==> config.mk <==
export PLATFORM = sky130hd
export DESIGN_NAME = deinterleaver
export DESIGN_NICKNAME = d
export VERILOG_FILES = /design/src/rtl/deinterleaver.sv
export SDC_FILE = /design/constraint.sdc
export NUM_CORES = 1
export LEC_CHECK = 0
export ABC_AREA = 0
export ABC_CLOCK_PERIOD_IN_PS = 4750
export CORE_ASPECT_RATIO = 0.7
export CORE_MARGIN = 2
export CORE_UTILIZATION = 43
export DETAILED_ROUTE_END_ITERATION = 10
export REMOVE_ABC_BUFFERS = 1
export SLEW_MARGIN = 5
export SYNTH_ARGS = -nofsm -noshare
export SYNTH_HDL_FRONTEND = slang
export SYNTH_SLANG_ARGS = --single-unit
==> constraint.sdc <==
create_clock -name Clock -period 4.75 [get_ports Clock]
set_clock_uncertainty 0.15 [all_clocks]
set_input_delay 1.1875 -clock Clock [delete_from_list [all_inputs] [get_ports Clock]]
set_output_delay 1.1875 -clock Clock [all_outputs]
set_load 0.05 [all_outputs]
==> run_1/final_congestion.png <==
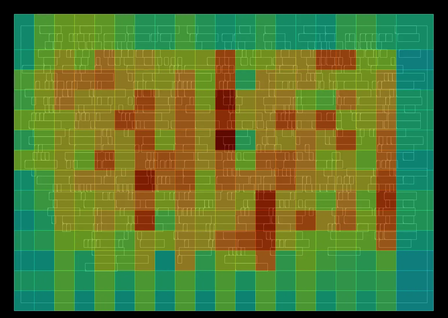
Global Route met3 Usage: 6.56%
GRT Total Usage: 20.9%
GR met1 Demand/Resource: 31.4%
most heavily used metal layer in global routing: met1
mean routed wirelength per cell: 18.6 um

==> run_1/pdn.png <==
(2 px per um) Pins as bars on the die edge.
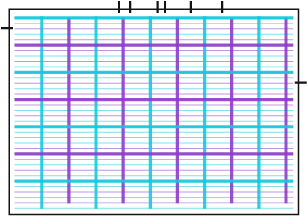
| colour | net |
|---|---|
| cyan | VSS |
| purple | VDD |
met1 rails: 36
rows: 35
signal pins: 8
met5 straps: 7
met4 straps: 10
core area: 13300 sq um
die height: 102 um
width of the die: 144 um
IR Drop Worst-Case VDD: 231 uV

==> run_1/cell_classes.png <==
(3 px per um) Fill, decap, tap and diode cells in grey.
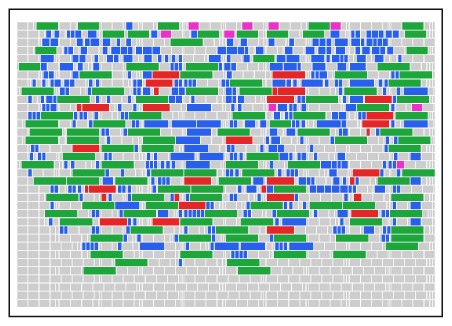
| colour | class | cells |
|---|---|---|
| magenta | other buffers and delay cells | 9 |
| blue | all other logic | 423 |
| green | flip-flops | 113 |
| red | clock drivers and dummy loads | 32 |
final design utilization: 50.2%
Seq/total area: 48.4%
post-route cell area: 6660 sq um
Row Count: 35

==> run_1/clock_map.png <==
(4 px per um)
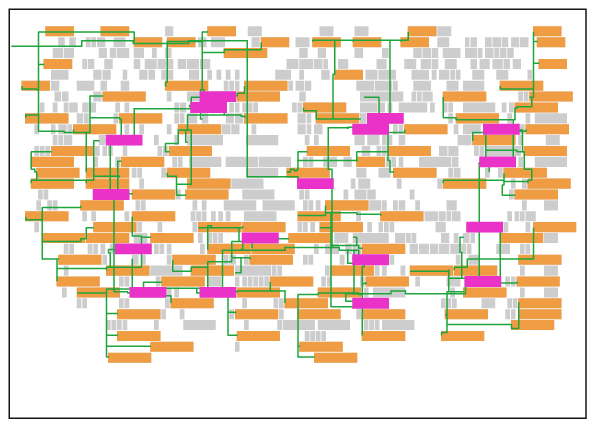
[orange] flip-flops | count: 113
[magenta] cells driving clock nets | count: 17
[green] clock wires | length: 1580 um
routed clock nets: 18
clock share of power: 53.0%
insertion delay at the late pin of the worst-skew pair: 0.41 ns
power in the clock group: 1.28 mW

==> COMMIT_EDITMSG, run 1 <==
Record implementation results from latest flow run

- Sequential element share of the synthesized area: 54.8%
* Final setup slack of the worst path: 0.966 ns
- Detailed-route vias per instance: 5.49
- Per the post-route antenna check, the number of violating nets is 0.
- Ranked by total area, the top cell class in this layout is registers.
* CTS sink cnt: 113
- Proportion of cell area occupied by multi-input gates: 37.3%
- By area the synthesized netlist is led by edfxtp_1, nor2_1, mux4_2.
* Clock buffer cells: 23
* # Taps: 185
- Final count of hold timing violations: 0
* Met1 Wirelength: 6720 um
- For this run the detailed placement stage logged an HPWL of 9810 um.
- Logic area: 2480 sq um
- Cell type of the slowest stage on the worst timing path: mux4_2
* Final max-slew violation count: 0
- The worst setup path is launched from a register.
* Setup violations, final: 0
- Worst-path clk slew: 0.06 ns
* Tcrit/Tclk final: 79.7%
- Vias in the first global route: 3908
* Area fraction in full adders, half adders and majority gates: 2.68%
* Top cell type by instance count after synthesis: nor2_1
* Dominant kind of combinational cell: simple AND/OR/NAND/NOR gates
* Compound-gate portion of the synthesized area: 4.83%
* Tally of max-capacitance violations: 0
- The cell-mix breakdown from Yosys lists the simple-gate area share as 22.7%.
- Result of the run: complete, no violations
* Post-synthesis cell area: 5890 sq um
==> run 1: per-stage QoR <==
stage | area [sq um] | utilization [%] | total power, mW | hold WS [ns]
4_1_cts | 6660 | 50.2 | 2.43 | 0.428
5_1_grt | 6660 | 50.2 | 2.48 | 0.468
3_3_place_gp | 6050 | 45.6 | 1.15 | 0.410
6_report | 6660 | 50.2 | 2.42 | 0.427
3_5_place_dp | 6050 | 45.6 | 1.16 | 0.417
2_1_floorplan | 5740 | - | 1.13 | 0.357
==> run 1: power by group <==
part,leakage [nW],internal (mW),switching (mW)
clock network,0.303,0.838,0.443
registers,0.878,1.07,0.00365
logic,0.918,0.0158,0.0516
total,2.10,1.92,0.498
==> run_1/registers.png <==
(3 px per um)
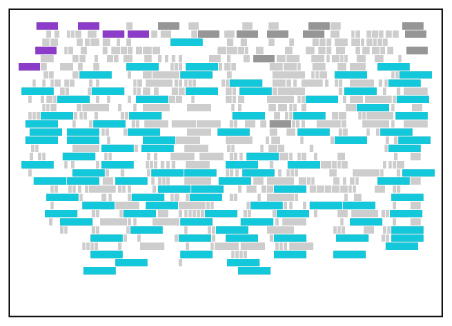

--- run 2 (diff from run 1) ---
--- a/config.mk
+++ b/config.mk
@@ -6,7 +6,7 @@
 export NUM_CORES = 1
 export LEC_CHECK = 0
 export ABC_AREA = 0
-export ABC_CLOCK_PERIOD_IN_PS = 4750
+export ABC_CLOCK_PERIOD_IN_PS = 3450
 export CORE_ASPECT_RATIO = 0.7
 export CORE_MARGIN = 2
 export CORE_UTILIZATION = 43
==> constraint.sdc (replaced) <==
create_clock -name Clock -period 3.45 [get_ports Clock]
set_clock_uncertainty 0.15 [all_clocks]
set_input_delay 0.8625 -clock Clock [delete_from_list [all_inputs] [get_ports Clock]]
set_output_delay 0.8625 -clock Clock [all_outputs]
set_load 0.05 [all_outputs]
==> run_2/registers.png <==
(3 px per um)
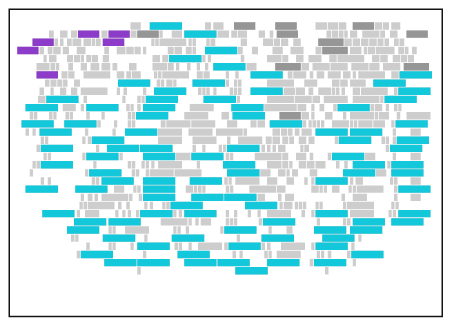
| colour | signal | sequential cells |
|---|---|---|
| purple | wr_cnt_q | 6 |
| cyan | mem_q | 96 |
power attributed to sequential cells: 1.47 mW
sequential cell area in the final layout: 3240 sq um
Seq/total area: 46.2%

==> run 2 against run 1 <==
Against the previous run:
- first-iteration DRC count up 13%
- clock-buffer cell count up 5
- critical path depth up 1
- routed wire length up 3.2%
- non-clock buffer count up 31
- register-to-register slack worse by 0.90 ns
- global-route usage up 0.49 points
- core utilization up 2.6 points
- via count up 3.7%
- setup slack worse by 0.90 ns
- sequential power up 37%
==> COMMIT_EDITMSG, run 2 <==
Record implementation results from latest flow run

- The combinational power was 0.0952 mW (+41%).
- Post-route cell area: 7010 sq um (+5.2%)
- Final setup slack of the worst path: 0.0642 ns (-0.901 ns)
* Met1 Wirelength: 6930 um (+3.1%)
- The number of slew-limit violations in the final report is 0 (unchanged).
* Clock share of power: 52.2% (-0.8 points)
* Final worst hold slack: 0.434 ns (+0.00746 ns)
- Compound-gate portion of the synthesized area: 4.83% (unchanged)
- Area fraction in full adders, half adders and majority gates: 2.68% (unchanged)
- The switching fraction of total power is 20.2% (-0.38 points).
* Worst-path clk slew: 0.05 ns (about the same)
* Die height: 102 um (unchanged)
- The largest vdd supply drop was 321 uV (+39%).
* Row Count: 35 (unchanged)
- Internal Dissipation: 2.61 mW (+36%)
- Sequential group share of total power: 44.9% (+0.7 points)
- Post-synthesis cell area: 5890 sq um (unchanged)
- Most heavily used metal layer in global routing: met2
- Remaining antenna violation count: 0 (unchanged)
* Share of total power in combinational logic: 2.9% (about the same)
- Insertion delay at the late pin of the worst-skew pair: 0.41 ns (about the same)
* Critical path startpoint category: register
- Among all stages on the critical path, the largest delay is contributed by mux4_2.
- Detailed-route vias per instance: 5.47 (-0.37%)
- Result of the run: complete, no violations
* Tally of max-capacitance violations: 0 (unchanged)
- CTS sink cnt: 113 (unchanged)
- The fraction of met3 tracks used by global routing was 6.33% (-0.23 points).
==> run_2/final_congestion.png <==
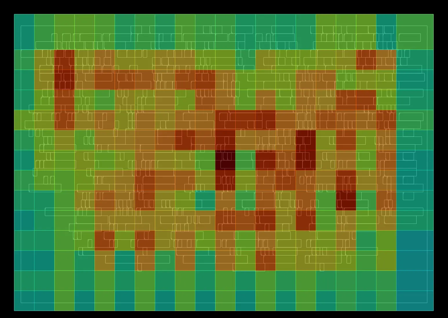
GRT Total Usage: 21.4%
final design utilization: 52.8%
met2 GRT Util: 31.2%
GR met1 Demand/Resource: 31.1%
mean routed wirelength per cell: 18.5 um

run 2: worst min-delay path, delay by kind of cell (launching register included):
kind / cells / cell delay (ns)
AND/OR/NAND/NOR: 1 / 0.08
AND-OR/OR-AND: 1 / 0.07
flip-flops: 1 / 0.38
run 2: area by class of cell:
class	instances	area, sq um	share of cell area (%)
multi-input cells	414	2590	37.0
flip-flops and latches	113	3240	46.2
repair buffers	40	325	4.64
inverters	9	33.8	0.482
clock buffers	28	537	7.66
well taps	185	231	3.30
clock inverters	4	47.5	0.679
run 2: kinds of logic (layout without fill, tap and decap cells):
logic type | Yosys count | after routing
AND-OR/OR-AND | 44 | 44
AND/OR/NAND/NOR | 312 | 312
flip-flops | 113 | 113
buffers and inverters | 42 | 81
adder cells (fa/ha/maj) | 12 | 12
XOR/XNOR | 10 | 10
multiplexers | 36 | 36
Power and IR drop assume default switching activity.
